$ cat src/rtl/bcd_time_counter.sv
// bcd_time_counter: 1 s prescaler plus a 24-hour packed-BCD clock (hh:mm:ss),
// with a set mode in which push-buttons step the minutes and hours.
module bcd_time_counter #(
  parameter int TICKS_PER_SEC = 100_000_000,
  parameter int SYNC_STAGES   = 2
) (
  input  logic       CLK100MHZ,
  input  logic       CPU_RESETN,
  input  logic       run,
  input  logic       set_mode,
  input  logic       inc_min,
  input  logic       inc_hr,
  output logic [7:0] hours,
  output logic [7:0] minutes,
  output logic [7:0] seconds,
  output logic       sec_tick
);

  localparam int PRE_W = (TICKS_PER_SEC > 1) ? $clog2(TICKS_PER_SEC) : 1;
  localparam logic [PRE_W-1:0] PRE_MAX = PRE_W'(TICKS_PER_SEC - 1);

  typedef enum logic [1:0] {
    HOLD = 2'd0,
    RUN  = 2'd1,
    SET  = 2'd2
  } state_t;

  state_t r_state;
  state_t w_stateNext;

  logic [SYNC_STAGES-1:0] r_syncRun;
  logic [SYNC_STAGES-1:0] r_syncSet;
  logic [SYNC_STAGES-1:0] r_syncMin;
  logic [SYNC_STAGES-1:0] r_syncHr;
  logic                   r_minDly;
  logic                   r_hrDly;

  logic [PRE_W-1:0] r_prescale;
  logic [7:0]       r_hours;
  logic [7:0]       r_minutes;
  logic [7:0]       r_seconds;
  logic             r_secTick;

  logic             w_runSync;
  logic             w_setSync;
  logic             w_minSync;
  logic             w_hrSync;
  logic             w_minEdge;
  logic             w_hrEdge;
  logic [PRE_W-1:0] w_prescaleNext;
  logic [7:0]       w_hoursNext;
  logic [7:0]       w_minutesNext;
  logic [7:0]       w_secondsNext;
  logic             w_secTickNext;

  // Steps a packed-BCD value by one, wrapping to 0x00 after maxValue.
  // The units nibble rolls 9->0 into the tens, so no binary value ever appears.
  function automatic logic [7:0] bcdInc(input logic [7:0] value, input logic [7:0] maxValue);
    logic [7:0] result;
    if (value == maxValue) begin
      result = 8'h00;
    end else if (value[3:0] == 4'd9) begin
      result = {value[7:4] + 4'd1, 4'd0};
    end else begin
      result = {value[7:4], value[3:0] + 4'd1};
    end
    return result;
  endfunction

  assign w_runSync = r_syncRun[SYNC_STAGES-1];
  assign w_setSync = r_syncSet[SYNC_STAGES-1];
  assign w_minSync = r_syncMin[SYNC_STAGES-1];
  assign w_hrSync  = r_syncHr[SYNC_STAGES-1];
  assign w_minEdge = w_minSync & ~r_minDly;
  assign w_hrEdge  = w_hrSync & ~r_hrDly;

  // Synchronise the four asynchronous inputs and keep one delayed copy of each button for edge detection.
  always_ff @(posedge CLK100MHZ or negedge CPU_RESETN) begin
    if (!CPU_RESETN) begin
      r_syncRun <= '0;
      r_syncSet <= '0;
      r_syncMin <= '0;
      r_syncHr  <= '0;
      r_minDly  <= 1'b0;
      r_hrDly   <= 1'b0;
    end else begin
      r_syncRun <= {r_syncRun[SYNC_STAGES-2:0], run};
      r_syncSet <= {r_syncSet[SYNC_STAGES-2:0], set_mode};
      r_syncMin <= {r_syncMin[SYNC_STAGES-2:0], inc_min};
      r_syncHr  <= {r_syncHr[SYNC_STAGES-2:0], inc_hr};
      r_minDly  <= w_minSync;
      r_hrDly   <= w_hrSync;
    end
  end

  // Mode register: follows the synchronised levels one cycle later.
  always_ff @(posedge CLK100MHZ or negedge CPU_RESETN) begin
    if (!CPU_RESETN) begin
      r_state <= HOLD;
    end else begin
      r_state <= w_stateNext;
    end
  end

  // Set mode overrides run; any state can move directly to any other.
  always_comb begin
    w_stateNext = HOLD;
    if (w_setSync) begin
      w_stateNext = SET;
    end else if (w_runSync) begin
      w_stateNext = RUN;
    end
  end

  // Next time and prescaler: count in RUN, step on button edges in SET, freeze in HOLD.
  always_comb begin
    w_prescaleNext = r_prescale;
    w_hoursNext    = r_hours;
    w_minutesNext  = r_minutes;
    w_secondsNext  = r_seconds;
    w_secTickNext  = 1'b0;
    case (r_state)
      SET: begin
        w_prescaleNext = '0;
        w_secondsNext  = 8'h00;
        if (w_minEdge) begin
          w_minutesNext = bcdInc(r_minutes, 8'h59);
        end
        if (w_hrEdge) begin
          w_hoursNext = bcdInc(r_hours, 8'h23);
        end
      end
      RUN: begin
        if (r_prescale == PRE_MAX) begin
          w_prescaleNext = '0;
          w_secTickNext  = 1'b1;
          w_secondsNext  = bcdInc(r_seconds, 8'h59);
          if (r_seconds == 8'h59) begin
            w_minutesNext = bcdInc(r_minutes, 8'h59);
            if (r_minutes == 8'h59) begin
              w_hoursNext = bcdInc(r_hours, 8'h23);
            end
          end
        end else begin
          w_prescaleNext = r_prescale + PRE_W'(1);
        end
      end
      default: begin
      end
    endcase
  end

  // Time-of-day, prescaler and registered tick pulse.
  always_ff @(posedge CLK100MHZ or negedge CPU_RESETN) begin
    if (!CPU_RESETN) begin
      r_prescale <= '0;
      r_hours    <= 8'h00;
      r_minutes  <= 8'h00;
      r_seconds  <= 8'h00;
      r_secTick  <= 1'b0;
    end else begin
      r_prescale <= w_prescaleNext;
      r_hours    <= w_hoursNext;
      r_minutes  <= w_minutesNext;
      r_seconds  <= w_secondsNext;
      r_secTick  <= w_secTickNext;
    end
  end

  assign hours    = r_hours;
  assign minutes  = r_minutes;
  assign seconds  = r_seconds;
  assign sec_tick = r_secTick;

endmodule

$ cat config.mk
export PLATFORM = sky130hd
export DESIGN_NAME = bcd_time_counter
export DESIGN_NICKNAME = d
export VERILOG_FILES = /design/src/rtl/bcd_time_counter.sv
export SDC_FILE = /design/constraint.sdc
export NUM_CORES = 1
export LEC_CHECK = 0
export CORE_MARGIN = 8
export CORE_UTILIZATION = 55
export DETAILED_ROUTE_END_ITERATION = 10
export HOLD_SLACK_MARGIN = 0.12
export PLACE_DENSITY_LB_ADDON = 0.1
export SLEW_MARGIN = 20
export SYNTH_ARGS = -nofsm -noshare
export SYNTH_HDL_FRONTEND = slang
export SYNTH_SLANG_ARGS = --single-unit
$ cat constraint.sdc
create_clock -name CLK100MHZ -period 5.35 [get_ports CLK100MHZ]
set_clock_uncertainty 0.05 [all_clocks]
set_input_delay 1.07 -clock CLK100MHZ [delete_from_list [all_inputs] [get_ports CLK100MHZ]]
set_output_delay 1.07 -clock CLK100MHZ [all_outputs]
set_load 0.05 [all_outputs]
Fig. 1: the metal 1 layer
Bar = 20 um. Supply wires on this layer in grey.
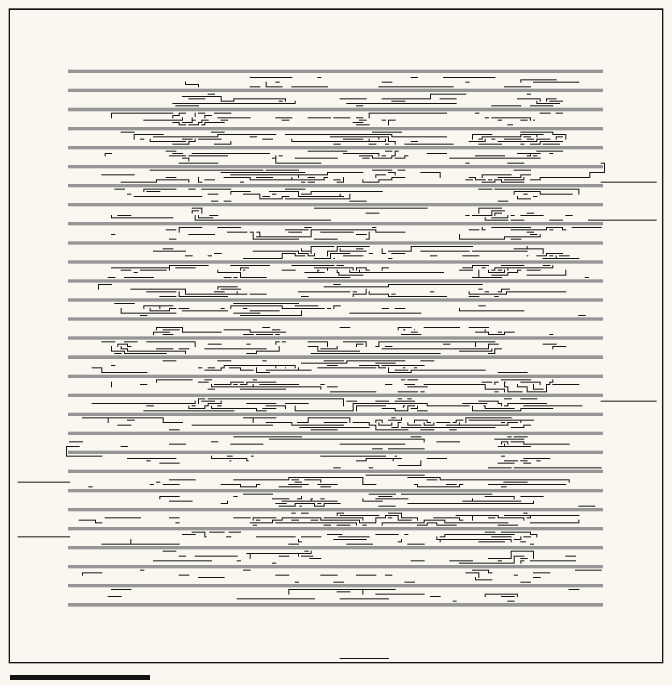
wire length on this layer: 2920 um
nets with wire on the layer: 318
longest straight run: 22.1 um

==> flow_metrics.py <==
# Flow results
metrics = {
    "route": {
        "routedWlPerCell_um": 14.41,
        "first_iter_violations": 92,
        "detail_route.drc_violations": 0,
        "antenna_violating_nets_post_route": 0,
        "viasPerCell": 5.617,
        "detail_route.first_pass.iterations": 4,
    },
    "global_route": {
        "antenna_found_initial": 0,
        "grt_usage": 0.1543,
        "wire_length_of_the_first_global_routing_pass_um": 10670,
        "gr-total-overflow": 0,
        "grt_pass1_vias": 2269,
        "grt_max_degree": 65,
    },
    "setup_path": {
        "critical_path_arrival_ns": 1.67,
        "timing.critical_path.cells": "clkdlybuf4s50_1",
        "r2r_slack_ns": 2.71,
        "endpoint": "hours[0]",
        "worstPathBufferInverterCount": 1,
        "setup.worst_path.start_class": "flop",
        "critical_path.top_delay_family": "buffers and inverters",
        "critical_path.max_fanout": 7,
        "worst_setup_path_end_kind": "output port",
        "worst-setup-path-type": "flop to output port",
        "critical_path_cell_count": 1,
        "critical_path_top_delay_cell": "clkdlybuf4s50_1",
        "r2r_end": "seconds[7]",
        "critPathLaunch": "hours[0]",
        "r2r_cells": 5,
        "r2r_start": "r_prescale[8]",
        "slowest_delay_ns": 0.86,
        "cp.required_ns": 4.23,
    },
    "sta": {
        "rsz0062_at_grt": "no",
        "finalCriticalPeriod_ns": 2.786,
        "achievable-frequency_mhz": 359.0,
        "timing.final.setup_violations": 0,
        "hold_violations": 0,
        "final-max-slew-violation-count": 0,
        "part_of_the_cycle_the_worst_path_needs": 0.5207,
        "sum_neg_setup_slack_ns": 0,
        "max-slew-margin-rel": 0.3408,
        "worst-slew-pin-transition_ns": 0.9878,
    },
    "worst_hold_path": {
        "hold_end": "r_syncSet[1]",
        "hold_startpoint": "r_syncSet[0]",
        "whs_path_depth": 0,
        "timing.hold.worst.class": "flop to flop",
    },
    "synthesis": {
        "yosys-top-cells-count": "64 x dfrtp_1, 42 x nor2_1, 21 x nand2_1",
        "synth.yosys.num_cells": 316,
        "postSynthNetCount": 337,
        "ys_types": 55,
        "postSynth.asyncResetShare": 1.000,
        "yosys.area.top_type": "dfrtp_1",
        "postSynth.topFlopCell": "dfrtp_1",
        "biggest_area_cells": "dfrtp_1 49%, ha_1 5.7%, nor2_1 4.8%",
        "synth.cell_area_um2": 3268,
        "avgSynthCellArea_um2": 10.34,
        "seq_area_frac_synth": 0.4900,
        "top_cell_area_share": 0.4900,
        "enable_flop_cells": 0,
        "netlist.top_cell.by_instances": "dfrtp_1",
        "post_synth_inst_count": 316,
        "synth.ff_latch_count": 64,
        "synth_chip_area_um2": 3268,
        "number_of_synthesis_warnings": 0,
    },
    "pwr": {
        "leakagePower_nw": 1.659,
        "peakVddDrop_v": 0.0002752,
        "power.density_nw_per_um2": 380.9,
    },
    "clock_network": {
        "clock_tree_from_tritoncts": "yes",
        "cts_htree_levels": 3,
        "clock_pin_slew_on_the_worst_setup_and_hold_paths_ns": 0.07,
        "cts.root.buffer_cell": "clkbuf_8",
        "cts_max_path_buffers": 2,
        "cts.repair_timing.setup_buffer_count": 0,
        "postCtsHoldBufs": 0,
        "cts-buffers-inserted": 9,
        "cts_resized": 0,
        "clock_sinks": 64,
        "worst_skew_pair.late_latency_ns": 0.34,
    },
    "floorplanning": {
        "pin_count": 31,
        "initial_core_util": 0.5620,
        "fp.dieH_um": 93.09,
        "chipWidth_um": 93.09,
        "chipArea_um2": 8665,
        "rows": 28,
        "core_area_um2": 5816,
    },
    "job": {
        "timing.max_cap.violations": 0,
        "stage_log_warnings": 33,
    },
    "layout": {
        "layout_top_cell": "dfrtp_1",
        "final_net_count": 370,
        "fillerInstances": 489,
        "final_layout_top_logic_cells": "64 x dfrtp_1, 42 x nor2_1, 29 x clkdlybuf4s50_1, 21 x nand2_1, 18 x xnor2_1",
        "utilization": 0.6560,
        "antenna_cells_inserted": 0,
        "finalInstanceArea_um2": 3815,
        "layout_overhead_on_the_synthesized_area_pct": 16.73,
        "drive_gt1_frac": 0.08215,
    },
    "place": {
        "io_buffer_count": 30,
        "placer_s_final_routability_congestion_estimate": 0.8014,
        "placed_area_um2": 3613,
        "hpwl_um": 4326,
    },
    "outcome": {
        "run_status": "finished, final reports clean",
    },
}
Fig. 2: signal wires on met2
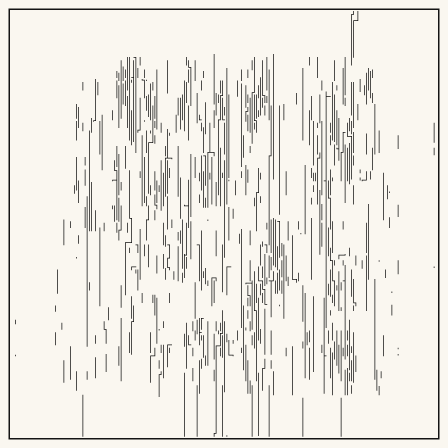
main direction: vertical
share of all routed wire: 47%
nets with wire on the layer: 313
longest straight run: 51.3 um
detailed-route via count: 2404
total wire length after detailed routing: 6167 um

-- registers in the layout, indices dropped and copies added, names as in the netlist, 2 cells and up --
name / count
seconds: 8
r_syncMin: 2
hours: 8
r_state: 2
minutes: 8
r_syncRun: 2
r_prescale: 27
r_syncSet: 2
r_syncHr: 2
-- per-stage QoR --
stage / power, mW / setup slack (ns) / instances / hold slack (ns)
4_1_cts: 1.470 / 2.550 / 428 / 0.3035
3_3_place_gp: 1.021 / 2.747 / 413 / 0.2829
2_1_floorplan: 0.8919 / 2.993 / 316 / 0.2812
3_5_place_dp: 1.031 / 2.702 / 413 / 0.2887
6_report: 1.453 / 2.564 / 428 / 0.3002
5_1_grt: 1.534 / 2.481 / 428 / 0.3059
-- kinds of logic after synthesis --
family	after synthesis	share of synthesized area
mux	6	0.02067
xor+xnor	24	0.06432
simple gates	139	0.2347
buf+inv	25	0.03407
compound gates	43	0.09878
flops	64	0.4900
fa+ha+maj	15	0.05743
-- where the power goes --
part	internal (mW)	switching [mW]	leakage, nW
Clock	0.259	0.179	0.103
Combinational	0.155	0.262	0.711
Sequential	0.531	0.0679	0.845
Total	0.945	0.509	1.66
-- cell type report --
type,instances,area (um^2),area share
Clock buffer,11,131.4,0.03444
Sequential cell,64,1602,0.4198
Multi-Input combinational cell,227,1555,0.4077
Clock inverter,4,70.07,0.01837
Timing Repair Buffer,31,302.8,0.07937
Tap cell,75,93.84,0.02460
Inverter,16,60.06,0.01574
-- routing by layer --
| layer | track usage | share of wire | vias up |
|---|---|---|---|
| li1 | - | - | 1186 |
| met1 | 0.2010 | 0.47 | 1170 |
| met2 | 0.2320 | 0.47 | 42 |
| met3 | 0.04808 | 0.046 | 6 |
| met4 | 0.06577 | 0.010 | 0 |
| met5 | 0 | 0 | - |
No activity file was given, so power comes from the tool's default toggle rates.
